Design alu_cmd_sequencer, sky130hd; sources not shown.
### Placement view, run 1

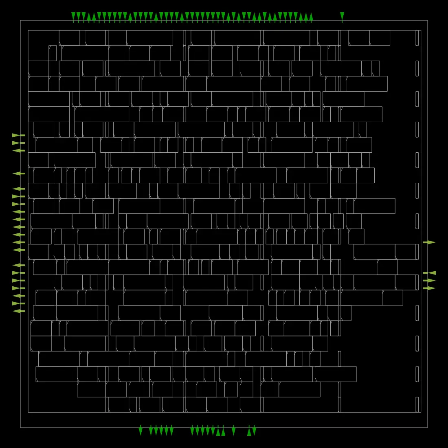
flop count: 52
fin cells: 408
FP Rows: 25

### Signal wires on met2, run 1

Cells faint in the background.
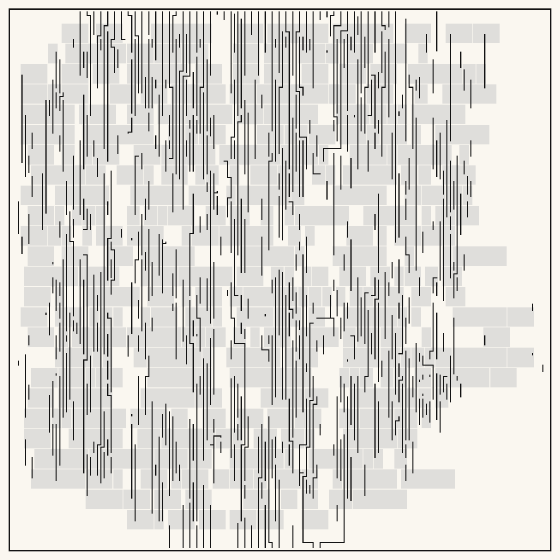
The wires run mostly vertical. The longest straight run is 30.9 µm.
DRT Wirelength: 6060 µm
vias: 2179

### Nets reached from selected ports, run 1

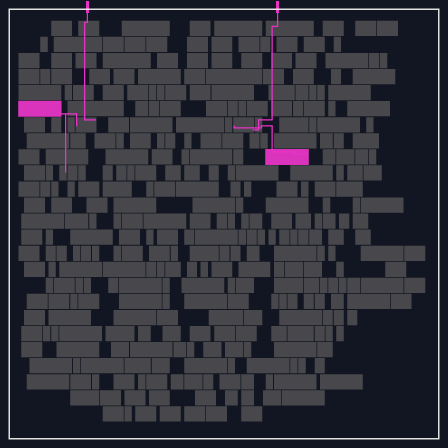
Key: magenta = out_op [bits 2, direction output, edge top, end cells 2, wire 77.3 µm]
boundary pin count: 88
IO Port Bufs: 87

### Cells coloured by class, run 1

Fill, decap, tap and diode cells in grey.
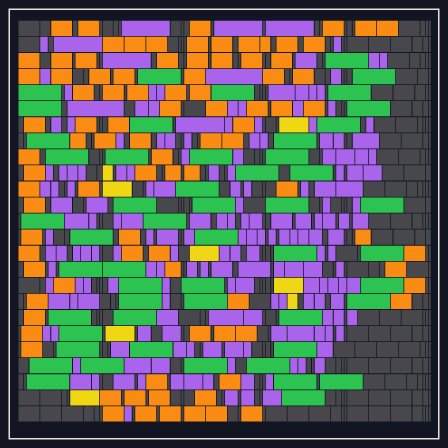
Key: orange = remaining buffers and delay cells [cells 92, share of their area 28%]; purple = remaining logic cells [cells 189, share of their area 37%]; green = registers [cells 52, share of their area 32%]; yellow = clock drivers and dummy loads [cells 8, share of their area 2.8%]
Final Instance Area: 3340 µm²
final core utilization: 70.3%
CORE AREA: 4750 µm²
flop share of the area: 31.2%

==> flow_summary_export.csv, run 1 <==
group,metric,value,unit
place,dp_slack,0.266,ns
finish,mostFrequentLayoutCells,"86 x clkdlybuf4s50_1, 52 x dfxtp_1, 46 x nand2_1, 33 x nor2_1, 26 x a21oi_1",
finish,logic_area,1210,µm²
cts,clock_latency,0.30,ns
finish,buffer_area_share,27.0,%
global_route,grt_usage,23.9,%
finish,lay_top_count,"clkdlybuf4s50_1",
timing,tightest_slew,0.663,ns
die,dieHeight,72.5,µm
power,pg_clk,0.402,mW
hold_path,hold_class,"reg -> reg",
timing,drv_slew,0,
cts,h-tree-depth,2,
synthesis,synthArstFlopShare,0,%
synthesis,ys_warn_count,0,
die,initial_core_util,49.1,%
timing,setup_viol,0,
finish,ff_latch_area,1040,µm²
timing,finClkSkew,0.00554,ns
power,p_comb_share,8.4,%
cts,cts_buffers,5,
power,power.leakage,1.18,nW
synthesis,netlist_instances,258,
finish,nonClockBufferCount,92,
synthesis,ys_seq_share,44.6,%
power,p_int,0.940,mW
flow_run,drv_cap,0,
flow_run,tool_warnings,27,
finish,antenna_cells,0,
route,post_drt_wl_per_cell,14.8,µm
synthesis,aoi_share,8.79,%
power,comb_power,0.0999,mW
worst_setup_path,end_kind,"register",
place,gp_routability_congestion,0.793,
place,placed_cell_area,3250,µm²
worst_setup_path,path_class,"in -> reg",
synthesis,synthXorXnorAreaFrac,3.75,%
synthesis,syn_area_per_cell,9.05,µm²
synthesis,yosys-stat-area,2330,µm²
worst_setup_path,cp.arrival,2.61,ns
route,vias_per_cell,5.34,
die,dieWidth,72.5,µm
synthesis,syn_area,2330,µm²
cts,cts.sinks,52,
synthesis,fp_nets,308,
cts,path_clk_slew,0.09,ns
global_route,grt_pass1_wl,9600,µm
place,dp_hpwl,4560,µm
power,pwr-share-seq,58.0,%
die,taps,67,
global_route,met3_usage,5.42,%
timing,fin_crit,2.44,ns
synthesis,synth_top_area_share,44.6,%
power,powerSeq,0.692,mW
global_route,grt_util_met1,29.6,%
global_route,grt_max_degree,37,
synthesis,edf_count,0,
finish,comb-cell-share,36.3,%
route,dr_wl_met2,3110,µm
die,die_area,5250,µm²
global_route,gr-usage-met2,40.4,%
route,top_layer,"met4",
cts,cts_setup_buffers,0,
route,firstDrtPassIters,4,
cts,cts-resized-gates,0,
global_route,grt_pass1_vias,2038,
worst_setup_path,cp.depth,6,
synthesis,simple_gate_area_share,23.8,%
global_route,antenna_found_initial,0,
power,power_density,357,nW/µm²
worst_setup_path,cp_slowest_cell,"or4_4",
worst_setup_path,crit_required,3.17,ns
finish,largest_class,"logic gates",
timing,worst_slack,0.559,ns
power,netSwitchingPower,0.253,mW
synthesis,yosysTopAreaCell,"dfxtp_1",
worst_setup_path,cp_max_fo,4,
synthesis,synth.area.top_cells,"dfxtp_1 45%, nand2_1 7.4%, mux4_2 5.8%, a21oi_1 5.6%, nor2_1 5.3%",
cts,clock-root-buffer,"clkbuf_8",
place,place_inst,400,
worst_setup_path,worstSetupStartpointType,"input port",
synthesis,ys_types,41,
timing,whs,0.459,ns
route,drc,0,
route,drt_iter0_markers,133,
finish,area.growth.synth_to_final,43.1,%
global_route,grt.overflow.total,0,
timing,timing.fmax,410,MHz
worst_setup_path,ff2ff_path_depth,5,
synthesis,flop_cell,"dfxtp_1",
status,status,"finished, final reports clean",
worst_setup_path,cp_cell_sequence,"clkdlybuf4s50_1, or4_4, o41ai_2, nand2_1, a22oi_1, nor2_1",
finish,n_fill_cell,387,
synthesis,yosysCellCount,258,
hold_path,hold_depth,2,
finish,nets,390,
worst_setup_path,critical-path-max-stage-delay,0.57,ns
timing,rsz0062_at_grt,"no",
synthesis,synth.top_cells.by_count,"52 x dfxtp_1, 46 x nand2_1, 33 x nor2_1",
synthesis,top_cell,"dfxtp_1",
timing,timing.final.crit_share,81.4,%
finish,n_clock_buffer,6,
cts,max-clock-path-buffers,2,
power,p_clk_share,33.7,%
finish,drive_above_1_share,7.92,%
power,maxPowerGroup,"registers",
worst_setup_path,path_delay_family,"simple AND/OR/NAND/NOR gates",
finish,multiInputCombCellCount,187,
worst_setup_path,crit_buf_inv,1,
route,wl_met1,2580,µm
cts,cts_tree,"built",
route,ant_nets,0,
timing,setup_tns,0,ns
synthesis,ys_sh_mux,13.2,%
## Run 2: what changed since run 1
--- a/config.mk
+++ b/config.mk
@@ -7,11 +7,11 @@
 export LEC_CHECK = 0
 export ABC_AREA = 0
 export CAP_MARGIN = 20
-export CORE_UTILIZATION = 47
+export CORE_UTILIZATION = 40
 export CTS_BUF_LIST = sky130_fd_sc_hd__clkbuf_4 sky130_fd_sc_hd__clkbuf_8 sky130_fd_sc_hd__clkbuf_16
 export CTS_CLUSTER_SIZE = 12
 export DETAILED_ROUTE_END_ITERATION = 16
-export PLACE_DENSITY = 0.85
+export PLACE_DENSITY = 0.77
 export SYNTH_ARGS = -nofsm -noshare
 export SYNTH_HDL_FRONTEND = slang
 export SYNTH_SLANG_ARGS = --single-unit
==> constraint.sdc (replaced) <==
create_clock -name clk -period 2 [get_ports clk]
set_input_delay 0.6 -clock clk [delete_from_list [all_inputs] [get_ports clk]]
set_output_delay 0.6 -clock clk [all_outputs]
set_load 0.005 [all_outputs]
### Nets reached from selected ports, run 2

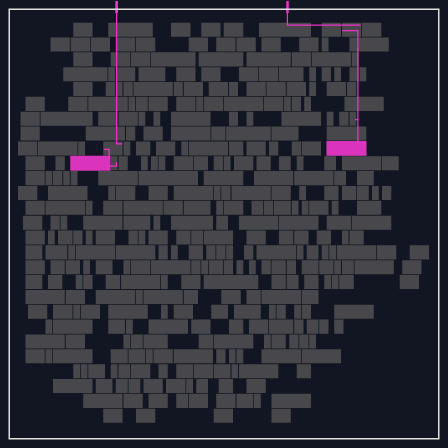

==> flow_summary_export.csv, run 2 <==
group,metric,value,unit
status,status,"finished, final reports clean",
worst_setup_path,end_kind,"output pin",
worst_setup_path,critical-path-max-stage-delay,0.53,ns
synthesis,synthArstFlopShare,0,%
hold_path,hold_class,"reg -> reg",
worst_setup_path,path_delay_family,"buffers and inverters",
synthesis,edf_count,0,
finish,nonClockBufferCount,113,
synthesis,yosysCellCount,258,
timing,timing.final.crit_share,98.3,%
power,pwr-share-seq,54.0,%
power,netSwitchingPower,0.405,mW
timing,timing.fmax,509,MHz
synthesis,synthXorXnorAreaFrac,3.75,%
die,dieHeight,78.4,µm
global_route,grt_pass1_wl,9810,µm
finish,seq_share,29.1,%
die,core_area,5570,µm²
place,dp_hpwl,4690,µm
route,firstDrtPassIters,4,
synthesis,syn_area,2330,µm²
worst_setup_path,cp.depth,2,
finish,lay_top_count,"clkdlybuf4s50_1",
global_route,grt_usage,20.5,%
power,power_density,537,nW/µm²
finish,ff_latch_area,1040,µm²
route,dr_wl_met2,3030,µm
global_route,antenna_found_initial,0,
timing,setup_viol,0,
global_route,grt_max_degree,21,
finish,largest_class,"logic gates",
cts,cts-resized-gates,4,
worst_setup_path,cp_cell_sequence,"a21oi_2, clkdlybuf4s50_1",
finish,fin_util,64.2,%
worst_setup_path,worstSetupStartpointType,"register",
finish,n_fill_cell,469,
cts,cts_tree,"built",
route,drc,0,
place,gp_routability_congestion,0.735,
place,placed_cell_area,3450,µm²
power,p_comb_share,8.5,%
synthesis,simple_gate_area_share,23.8,%
route,top_layer,"met4",
synthesis,netlist_instances,258,
worst_setup_path,path_class,"reg -> out",
synthesis,aoi_share,8.79,%
cts,cts_setup_buffers,0,
power,maxPowerGroup,"registers",
power,p_clk_share,37.4,%
place,io_buffers,87,
cts,clock-root-buffer,"clkbuf_8",
synthesis,yosys-stat-area,2330,µm²
hold_path,hold_depth,2,
worst_setup_path,ff2ff_path_depth,5,
timing,fin_crit,1.97,ns
route,vias,2180,
worst_setup_path,crit_required,1.40,ns
finish,fin_cells,434,
power,comb_power,0.164,mW
synthesis,synth_top_area_share,44.6,%
die,initial_core_util,41.9,%
synthesis,flop_cell,"dfxtp_1",
finish,drive_above_1_share,14.1,%
finish,logic_area,1230,µm²
Power is estimated from default activity; no workload was simulated.
